### src/rtl/biu_arb_pkg.sv
// Shared encodings for the three-requester BIU arbiter: FSM states, owner
// codes, ack bit positions and burst geometry.
package biu_arb_pkg;

  typedef enum logic [1:0] {
    ST_IDLE = 2'd0,
    ST_ADDR = 2'd1,
    ST_DATA = 2'd2
  } arb_state_e;

  localparam logic [1:0] OWN_ICU = 2'd0;
  localparam logic [1:0] OWN_DCU = 2'd1;
  localparam logic [1:0] OWN_AUX = 2'd2;

  localparam int unsigned ACK_NORMAL  = 0;
  localparam int unsigned ACK_ERR     = 1;
  localparam int unsigned BURST_BEATS = 4;
  localparam int unsigned BURST_BIT   = 3;

  // Beats still owed once the address-phase ack of a burst has been taken.
  localparam logic [1:0] BEATS_AFTER_ADDR = 2'(BURST_BEATS - 1);

endpackage

### src/rtl/biu_rr_pick.sv
// Combinational 3-way round-robin picker; the search starts at the requester
// after last_i in the fixed order ICU, DCU, AUX.
module biu_rr_pick
  import biu_arb_pkg::*;
(
  input  logic [2:0] req_i,
  input  logic [1:0] last_i,
  output logic [2:0] gnt_o,
  output logic [1:0] win_o
);

  int unsigned start;
  int unsigned idx;
  logic        found;

  always_comb begin
    gnt_o = '0;
    win_o = OWN_ICU;
    found = 1'b0;
    idx   = 0;
    // Unused code 3 behaves like AUX so ICU is tried first.
    if (last_i == OWN_ICU)      start = 1;
    else if (last_i == OWN_DCU) start = 2;
    else                        start = 0;
    for (int unsigned k = 0; k < 3; k++) begin
      idx = start + k;
      if (idx >= 3) idx = idx - 3;
      if (!found && req_i[idx]) begin
        found      = 1'b1;
        gnt_o[idx] = 1'b1;
        win_o      = 2'(idx);
      end
    end
  end

endmodule

### src/rtl/biu_arb3.sv
// Three-requester bus arbiter and transaction sequencer for the picoJava
// external bus: round-robin grant, single/burst tracking, ack steering, watchdog.
module biu_arb3
  import biu_arb_pkg::*;
#(
  parameter int unsigned TIMEOUT = 255,
  parameter int unsigned TO_W    = 8
) (
  input  logic       clk,
  input  logic       reset,
  input  logic       icu_req,
  input  logic       dcu_req,
  input  logic       aux_req,
  input  logic [3:0] icu_type,
  input  logic [3:0] dcu_type,
  input  logic [3:0] aux_type,
  input  logic [1:0] icu_size,
  input  logic [1:0] dcu_size,
  input  logic [1:0] aux_size,
  output logic [1:0] biu_icu_ack,
  output logic [1:0] biu_dcu_ack,
  output logic [1:0] biu_aux_ack,
  output logic       pj_tv,
  output logic       pj_ale,
  output logic [3:0] pj_type,
  output logic [1:0] pj_size,
  input  logic [1:0] pj_ack,
  output logic [1:0] arb_owner,
  output logic       arb_timeout
);

  arb_state_e      state_q;
  logic [1:0]      owner_q;
  logic [1:0]      last_q;
  logic [1:0]      beats_q;
  logic [3:0]      type_q;
  logic [1:0]      size_q;
  logic [TO_W-1:0] wd_q;

  logic [2:0] req;
  logic [2:0] gnt;
  logic [1:0] win;
  logic       any_req;
  logic       busy;
  logic       fire;
  logic [3:0] win_type;
  logic [1:0] win_size;
  logic [1:0] own_ack;

  assign req     = {aux_req, dcu_req, icu_req};
  assign any_req = |req;
  assign busy    = (state_q != ST_IDLE);
  assign fire    = busy && (pj_ack == 2'b00) && (wd_q == TO_W'(TIMEOUT));

  biu_rr_pick u_pick (
    .req_i  (req),
    .last_i (last_q),
    .gnt_o  (gnt),
    .win_o  (win)
  );

  assign win_type = ({4{gnt[0]}} & icu_type) | ({4{gnt[1]}} & dcu_type)
                  | ({4{gnt[2]}} & aux_type);
  assign win_size = ({2{gnt[0]}} & icu_size) | ({2{gnt[1]}} & dcu_size)
                  | ({2{gnt[2]}} & aux_size);

  always_comb begin
    pj_tv       = 1'b0;
    pj_ale      = 1'b1;
    pj_type     = type_q;
    pj_size     = size_q;
    arb_owner   = owner_q;
    own_ack     = '0;
    arb_timeout = 1'b0;
    if (reset) begin
      pj_type   = '0;
      pj_size   = '0;
      arb_owner = OWN_ICU;
    end else begin
      case (state_q)
        ST_IDLE: begin
          pj_tv  = any_req;
          pj_ale = ~any_req;
          if (any_req) begin
            pj_type   = win_type;
            pj_size   = win_size;
            arb_owner = win;
          end
        end
        ST_ADDR, ST_DATA: begin
          pj_tv       = (state_q == ST_ADDR);
          own_ack     = fire ? 2'b10 : pj_ack;
          arb_timeout = fire;
        end
        default: ;
      endcase
    end
  end

  assign biu_icu_ack = (owner_q == OWN_ICU) ? own_ack : 2'b00;
  assign biu_dcu_ack = (owner_q == OWN_DCU) ? own_ack : 2'b00;
  assign biu_aux_ack = (owner_q == OWN_AUX) ? own_ack : 2'b00;

  always_ff @(posedge clk) begin
    if (reset) begin
      state_q <= ST_IDLE;
      owner_q <= OWN_ICU;
      last_q  <= OWN_AUX;
      beats_q <= '0;
      type_q  <= '0;
      size_q  <= '0;
      wd_q    <= '0;
    end else begin
      case (state_q)
        ST_IDLE: begin
          if (any_req) begin
            owner_q <= win;
            last_q  <= win;
            type_q  <= win_type;
            size_q  <= win_size;
            wd_q    <= '0;
            state_q <= ST_ADDR;
          end
        end
        ST_ADDR, ST_DATA: begin
          if (pj_ack != 2'b00) begin
            wd_q <= '0;
            if (pj_ack[ACK_ERR]) begin
              state_q <= ST_IDLE;
            end else if (state_q == ST_ADDR) begin
              if (type_q[BURST_BIT]) begin
                state_q <= ST_DATA;
                beats_q <= BEATS_AFTER_ADDR;
              end else begin
                state_q <= ST_IDLE;
              end
            end else if (beats_q == 2'd1) begin
              beats_q <= '0;
              state_q <= ST_IDLE;
            end else begin
              beats_q <= beats_q - 2'd1;
            end
          end else if (fire) begin
            state_q <= ST_IDLE;
          end else begin
            wd_q <= wd_q + 1'b1;
          end
        end
        default: state_q <= ST_IDLE;
      endcase
    end
  end

endmodule

### config.mk
export PLATFORM = sky130hd
export DESIGN_NAME = biu_arb3
export DESIGN_NICKNAME = d
export VERILOG_FILES = /design/src/rtl/biu_arb_pkg.sv /design/src/rtl/biu_rr_pick.sv /design/src/rtl/biu_arb3.sv
export SDC_FILE = /design/constraint.sdc
export NUM_CORES = 1
export LEC_CHECK = 0
export CAP_MARGIN = 20
export CORE_UTILIZATION = 49
export CTS_CLUSTER_DIAMETER = 100
export DETAILED_ROUTE_END_ITERATION = 8
export PLACE_DENSITY = 0.84
export SLEW_MARGIN = 40
export SYNTH_ARGS = -nofsm -noshare
export SYNTH_HDL_FRONTEND = slang
export SYNTH_SLANG_ARGS = --single-unit
### constraint.sdc
create_clock -name clk -period 3.2 [get_ports clk]
set_input_delay 0.64 -clock clk [delete_from_list [all_inputs] [get_ports clk]]
set_output_delay 0.64 -clock clk [all_outputs]
set_load 0.1 [all_outputs]
Run 1, met1 routing:
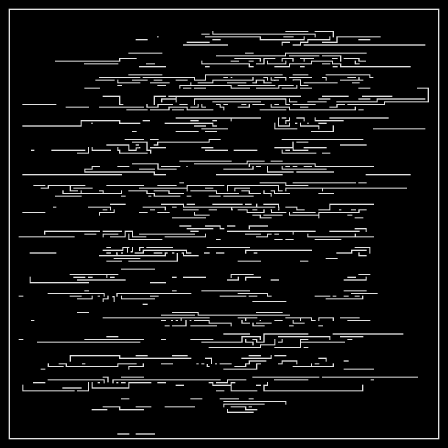
- share of all routed wire: 41%
- nets with wire on the layer: 208
- longest straight run: 16.6 µm
- wire length on this layer: 1530 µm
- main direction: horizontal

Run 1, M2 wires:
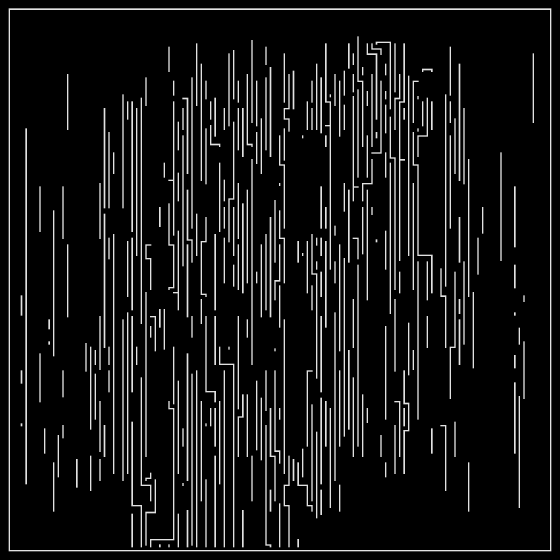
- wire length on this layer: 1870 µm
- nets with wire on the layer: 201
- share of all routed wire: 50%

==> git commit body, run 1 <==
Refresh implementation metrics

- Measured against its own limit, the worst slew margin works out to 60.5%.
- The number of clock sinks came to 22.
- Root Buffer: sky130_fd_sc_hd__clkbuf_4
- Clock-pin slew on the worst setup and hold paths: 130 ps
* Largest registers: wd_q x8, type_q x4
- Per the layout area report, the sequential fraction of cell area is 21.6%.
- Syn avg cell area: 7.99 µm²
- Summing internal, switching and leakage power gives 0.911 mW.
* Wire length on met1: 1.53 mm
- Share of power burned in combinational logic: 42.3%
* Sequential fraction of the synthesis area: 33.4%
- Count of final hold-check violations: 0
- Checking hold timing, the worst path is listed with class reg -> reg.
- In this run the standard cell core region covers 2500 µm².
* Vias in the first global route: 1380
- Count of flip-flops with a built-in enable after synthesis: 0
- Critical R2R Launch: state_q[0]
* Series of cell instances along the critical path: clkdlybuf4s50_1 > nor2b_1 > a22o_1 > a222oi_1 > a211oi_2 > buf_12
- Number of flip-flops and latches: 22
* Floorplan Utilization: 52.8%
* Clk ins delay skew pair: 320 ps
- Across the whole layout, multi-input logic makes up 43.0% of the cell area.
- Comb gate area: 878 µm²
* Final worst-path cycle share: 95.9%
* Number of slew-limit violations in the final report: 0
- FF-to-FF End: wd_q[3]
- The repair_antennas step left the layout with diodes totalling 0.
- In the power breakdown, the internal column shows 0.565 mW.
- The run finished with clean final reports.
- STA classifies the critical path startpoint as an input pin.
* Clock buffer count: 3
- The synthesis report gives the async set-or-reset register share as 0%.
- Looking at the global route congestion table, the highest-usage layer is met2.
- The area growth from synthesis to layout is 54.7%.
- Signal nets in the final route climb as high as met4.
- Number of stages on the worst setup path: 6
- The first global-routing pass estimated 5.91 mm of wire.
- Count of non-CTS buffers in the layout: 45
- Most common flop cell mapped by yosys: sky130_fd_sc_hd__dfxtp_1
* Summed standard-cell area reported by yosys: 1320 µm²
* Ys Warns: 0
- The die covers 2900 µm².
- The script parses the final routing iteration and logs DRC violations as 0.
- The critical path contains buffers and inverters numbering 2 combined.
- Estimated wirelength of the detail-placed design: 2.73 mm
- Number of register bits inferred by synthesis: 22
* Startpoint of the most critical hold path: last_q[0]
* Number of standard cells reported by yosys: 165
- Top cell type by total area after synthesis: sky130_fd_sc_hd__dfxtp_1
Run 1, M3 wires:
The bar under the picture is 20 µm long. Cells faint in the background.
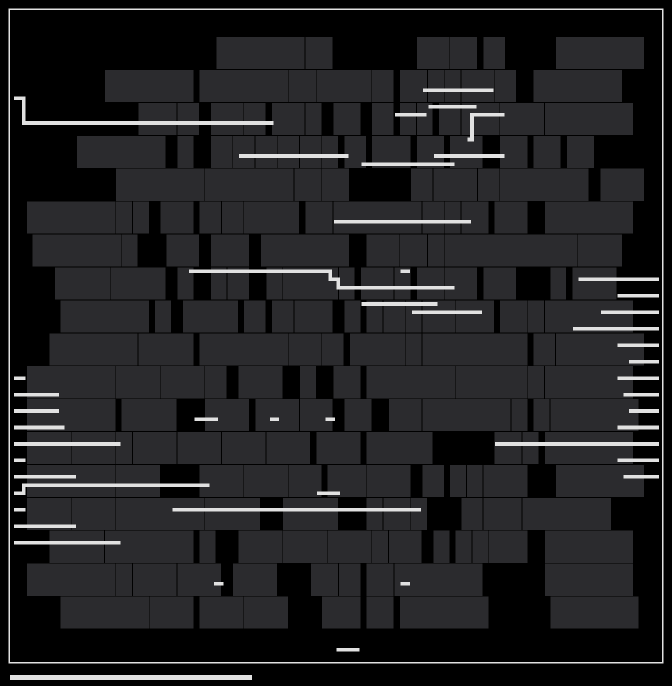
- nets with wire on the layer: 40
- longest straight run: 20.5 µm

==> inputs of run 2 (changes only) <==
--- a/config.mk
+++ b/config.mk
@@ -6,10 +6,11 @@
 export NUM_CORES = 1
 export LEC_CHECK = 0
 export CAP_MARGIN = 20
-export CORE_UTILIZATION = 49
+export CORE_UTILIZATION = 51
 export CTS_CLUSTER_DIAMETER = 100
 export DETAILED_ROUTE_END_ITERATION = 8
-export PLACE_DENSITY = 0.84
+export DONT_BUFFER_PORTS = 1
+export PLACE_DENSITY = 0.66
 export SLEW_MARGIN = 40
 export SYNTH_ARGS = -nofsm -noshare
 export SYNTH_HDL_FRONTEND = slang
Run 2, M2 wires:
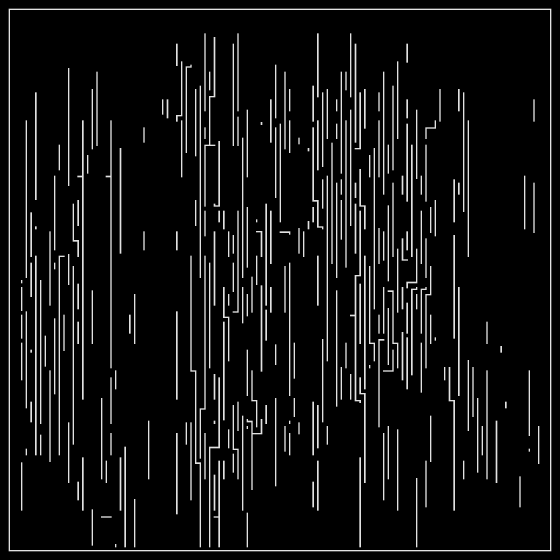
- longest straight run: 27.2 µm
- main direction: vertical
- share of all routed wire: 48%
- wire length on this layer: 1510 µm
- nets with wire on the layer: 180

Run 2, met1 routing:
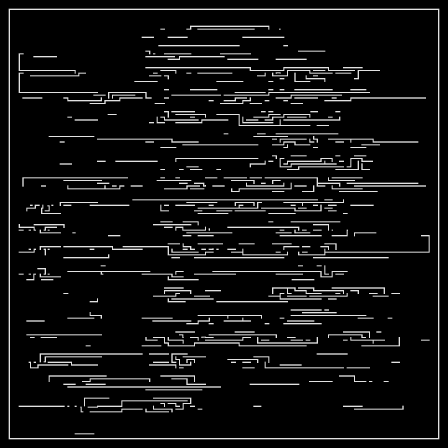
- longest straight run: 22.8 µm
- wire length on this layer: 1380 µm

Run 2, congestion heat map:
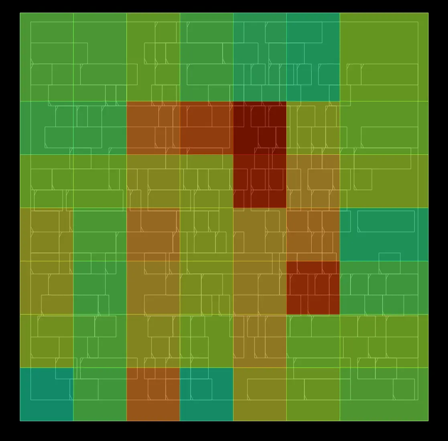
final cell utilization of the core: 66.4%
final routed wire length divided by cell count: 15.1 µm
met1 demand-to-capacity share in global routing: 29.5%
overall track demand over capacity in global routing: 24.5%
met3 capacity usage during global routing: 3.74%

==> run 2 against run 1 <==
  * Critical path depth increased by 1
  * Synthesized area stayed put
  * Setup slack gained 25 ps
  * Worst hold slack got worse by 130 ps
  * Sequential share of layout area rose by 5.5 points
  * Maximum frequency grew 0.81%
  * Count of clock-buffer cells in the layout unchanged
  * Via count shrank 7.9%
  * Clock power about the same
  * Die size down 3.8%
  * Highest routed layer unchanged
==> git commit body, run 2 <==
Refresh implementation metrics

* Outcome: completed
- In the synthesized netlist the dominant register cell turns out to be sky130_fd_sc_hd__dfxtp_1.
- The worst setup path is launched from a register.
- Highest signal layer in the routed design: met4
- The worst-case headroom to the max-slew limit was 60.9% (+0.40 points).
- The count of flip-flops with a built-in enable after synthesis is 0 (unchanged).
- Total Power: 0.835 mW (-8.4%)
- Number of flip-flops and latches: 22 (unchanged)
* P_int: 0.503 mW (-11%)
* Share of power burned in combinational logic: 37.0% (-5.3 points)
* Number of register bits inferred by synthesis: 22 (unchanged)
- First-pass GRT wire length: 5.12 mm (-13%)
- FF-to-FF End: wd_q[3]
* Critical R2R Launch: state_q[0]
- The yosys stat cell total is 165 (unchanged).
- Number of stages on the worst setup path: 7 (+1)
- Checking hold timing, the worst path is listed with class in -> reg.
- The via count of the first global-routing pass came to 1243 (-9.9%).
* Number of port buffers: 0
* Startpoint of the most critical hold path: reset
* Clock-pin slew on the worst setup and hold paths: 130 ps (about the same)
- Looking at the global route congestion table, the highest-usage layer is met2.
- The max-slew violation total from the final report was 0 (unchanged).
- Ys Warns: 0 (unchanged)
- The hold violation count in the final report was 0 (unchanged).
- Clock tree synthesis selected as its root buffer the cell sky130_fd_sc_hd__clkbuf_4.
- Series of cell instances along the critical path: inv_1 > ha_1 > nor4b_2 > and3_2 > o21ai_1 > nor3_4 > buf_6
- Total Die Area: 2790 µm² (-3.8%)
* Clock Path Buffers: 2
- The number of clock sinks is 22 (unchanged).
- The registers reported with the highest flop counts are wd_q x8, type_q x4.
* Worst-margin pin slew: 582 ps
- The count of buffers not belonging to the clock network in the layout was 18 (-60%).
- The per-instance average area after synthesis was 7.99 µm² (unchanged).
- The register share of the cell area came to 27.0% (+5.5 points).
- Sequential fraction of the synthesis area: 33.4% (unchanged)
* Wire length on met1: 1.38 mm (-10%)
- Estimated wirelength of the detail-placed design: 2.42 mm (-12%)
* Final worst-path cycle share: 95.1% (-0.77 points)
- Comb gate area: 933 µm² (+6.3%)
- The starting utilization of the core area came to 53.7% (+0.97 points).
- Pin count of the biggest net entering global routing: 26
* Layout-stage area growth over the synthesis result: 23.5%
- N_diodes: 0 (unchanged)
- Clock buffer count: 3 (unchanged)
- The share of flip-flops with an asynchronous set or reset after synthesis was 0% (unchanged).
- The core area is 2450 µm² (-1.8%).
==> inputs of run 3 (changes only) <==
--- a/config.mk
+++ b/config.mk
@@ -10,7 +10,8 @@
 export CTS_CLUSTER_DIAMETER = 100
 export DETAILED_ROUTE_END_ITERATION = 8
 export DONT_BUFFER_PORTS = 1
-export PLACE_DENSITY = 0.66
+export PLACE_DENSITY = 0.76
+export REMOVE_ABC_BUFFERS = 1
 export SLEW_MARGIN = 40
 export SYNTH_ARGS = -nofsm -noshare
 export SYNTH_HDL_FRONTEND = slang
Run 3, M3 wires:
The bar under the picture is 20 µm long. Cells faint in the background.
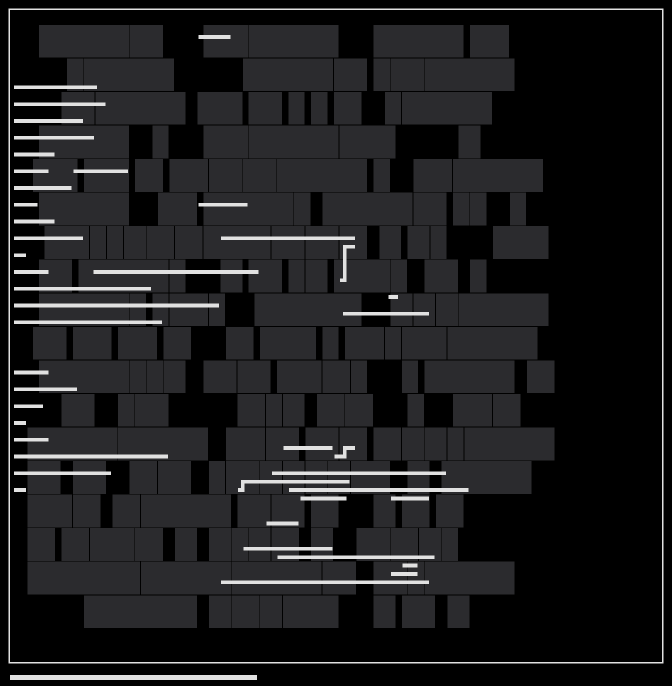
Detailed Route WL: 3.29 mm
met3 capacity usage during global routing: 4.31%

Run 3, congestion heat map:
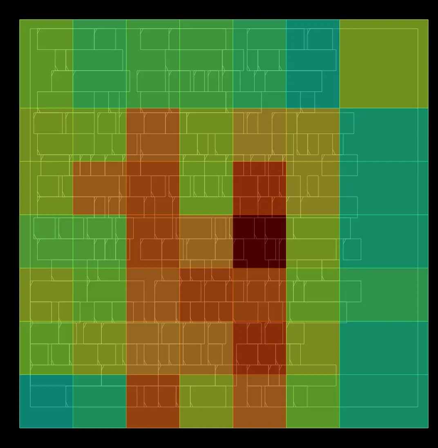
met2 demand-to-capacity share in global routing: 41.6%
overall track demand over capacity in global routing: 25.4%
final cell utilization of the core: 66.5%
final routed wire length divided by cell count: 15.7 µm

Run 3, M2 wires:
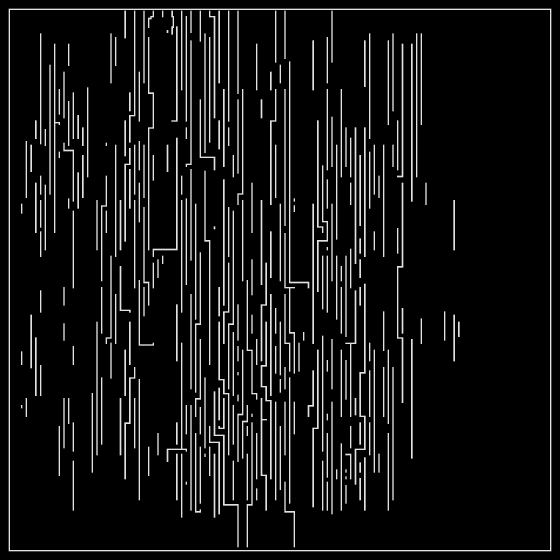
- nets with wire on the layer: 190
- wire length on this layer: 1710 µm
- share of all routed wire: 52%
- main direction: vertical

==> run 3 against run 2 <==
  * Worst hold slack better by 18 ps
  * Critical path depth is the same
  * Global-route usage grew 0.90 points
  * Highest routed layer unchanged
==> git commit body, run 3 <==
Refresh implementation metrics

- The run finished with clean final reports.
- The share of flip-flops with an asynchronous set or reset after synthesis was 0% (unchanged).
* Min-Delay Path Class: in -> reg
- Slew HR: 58.7% (-2.2 points)
* Number of register bits inferred by synthesis: 22 (unchanged)
* GRT Residual Overflow: 0
* Number of flip-flops and latches: 22 (unchanged)
- Root Buffer: sky130_fd_sc_hd__clkbuf_4
- Summed over all nets, wire length on met2 after detailed routing comes to 1.71 mm.
- Most common flop cell mapped by yosys: sky130_fd_sc_hd__dfxtp_1
- FF-to-FF End: wd_q[3]
- On the worst path, the slowest cell contributes a delay of 430 ps.
* Placeable Area: 2450 µm² (unchanged)
- Total Power: 0.751 mW (-10%)
- Comb group: 0.319 mW
- The max-slew violation total from the final report was 0 (unchanged).
- Comb gate area: 930 µm² (-0.40%)
- Most heavily used metal layer in global routing: met2
- Most area-consuming cells after synthesis: sky130_fd_sc_hd__dfxtp_1 (33%), sky130_fd_sc_hd__nor2_1 (6.5%), sky130_fd_sc_hd__a21oi_1 (4.9%)
- Vias in the first global route: 1245 (+0.16%)
- The per-instance average area after synthesis was 7.99 µm² (unchanged).
- For reference, the critical path cell chain is inv_1 > ha_1 > nor4b_4 > and3_2 > o21ai_1 > nor3_2 > clkbuf_16.
- Sequential fraction of the synthesis area: 33.4% (unchanged)
* Number of standard cells reported by yosys: 165 (unchanged)
- Estimated wirelength of the detail-placed design: 2.47 mm (+2.0%)
- Count of mapped cells out of synthesis: 165
- The final cycle utilization of the critical path was 94.1% (-1.1 points).
- The logic depth of the worst setup path including buffers came to 7 (unchanged).
- Cell class ranked first by area: combinational gates
- Count of final hold-check violations: 0 (unchanged)
- N_diodes: 0 (unchanged)
- In the layout the commonest cells are sky130_fd_sc_hd__dfxtp_1 (22), sky130_fd_sc_hd__nor2_1 (18), sky130_fd_sc_hd__buf_4 (15), sky130_fd_sc_hd__nand2_1 (12), sky130_fd_sc_hd__a21oi_1 (11).
- The number of clock sinks was 22 (unchanged).
- Pin count of the biggest net entering global routing: 26 (unchanged)
- The script extracted a total leakage power of 0.593 nW.
- Number of port buffers: 0 (unchanged)
- Startpoint of the most critical hold path: reset
- Worst-margin pin slew: 615 ps (+33.1 ps)
- Clock Path Buffers: 2 (unchanged)
- Met1 demand-to-capacity share in global routing: 32.7% (+3.2 points)
- The flow inserted 30 tap cells.
* Dominant non-sequential cell family after synthesis: simple AND/OR/NAND/NOR gates
- Adder-cell area share of the yosys netlist: 4.74%
- Type of element launching the critical path: register
* Floorplan Utilization: 53.7% (unchanged)
- Ys Warns: 0 (unchanged)
- Initial DRC count: 57
- Sequential portion of the cell area: 27.0% (-0.041 points)
- Count of flip-flops with a built-in enable after synthesis: 0 (unchanged)
* Total Die Area: 2790 µm² (unchanged)
* Clock-pin slew on the worst setup and hold paths: 120 ps (about the same)
- First-pass GRT wire length: 5.36 mm (+4.7%)
- STA puts the critical path data required time at 2560 ps.
- Largest registers: wd_q x8, type_q x4
- The launch point of the worst register-to-register path is recorded as state_q[0].
- Per the detail_route log, the uppermost layer with routed signals is met4.
* P_int: 0.428 mW (-15%)
- Setup TNS: 0 ps
* Layout-stage area growth over the synthesis result: 23.7%
* Placed Cells incl. Taps: 206
- Per report_power, the top consumer among the power groups is combinational cells.
- Number of warnings in the stage logs: 27
* Count of non-CTS buffers in the layout: 18 (unchanged)
- Wire length on met1: 1.28 mm (-7.1%)
- Clock buffer count: 3 (unchanged)
* Share of power burned in combinational logic: 42.5% (+5.5 points)

==> screenshots <==
Register map, names as in the netlist.
The bar under the picture is 20 µm long. Other sequential cells in the stronger grey, the rest of the logic in the fainter grey.
panel A
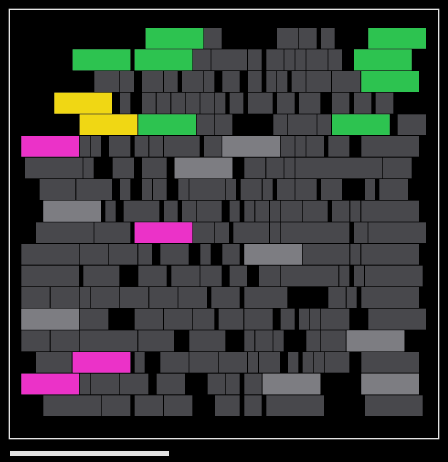
panel B
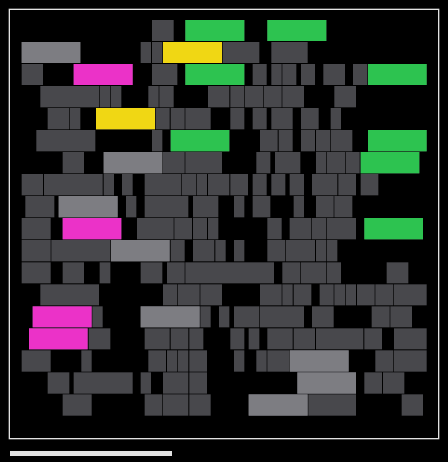
panel C
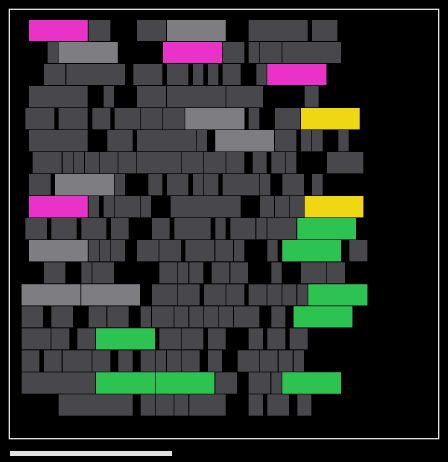
Panel A comes from run 1.
Panel C comes from run 3.
Panel B comes from run 2.

No activity file was given, so power comes from the tool's default toggle rates.
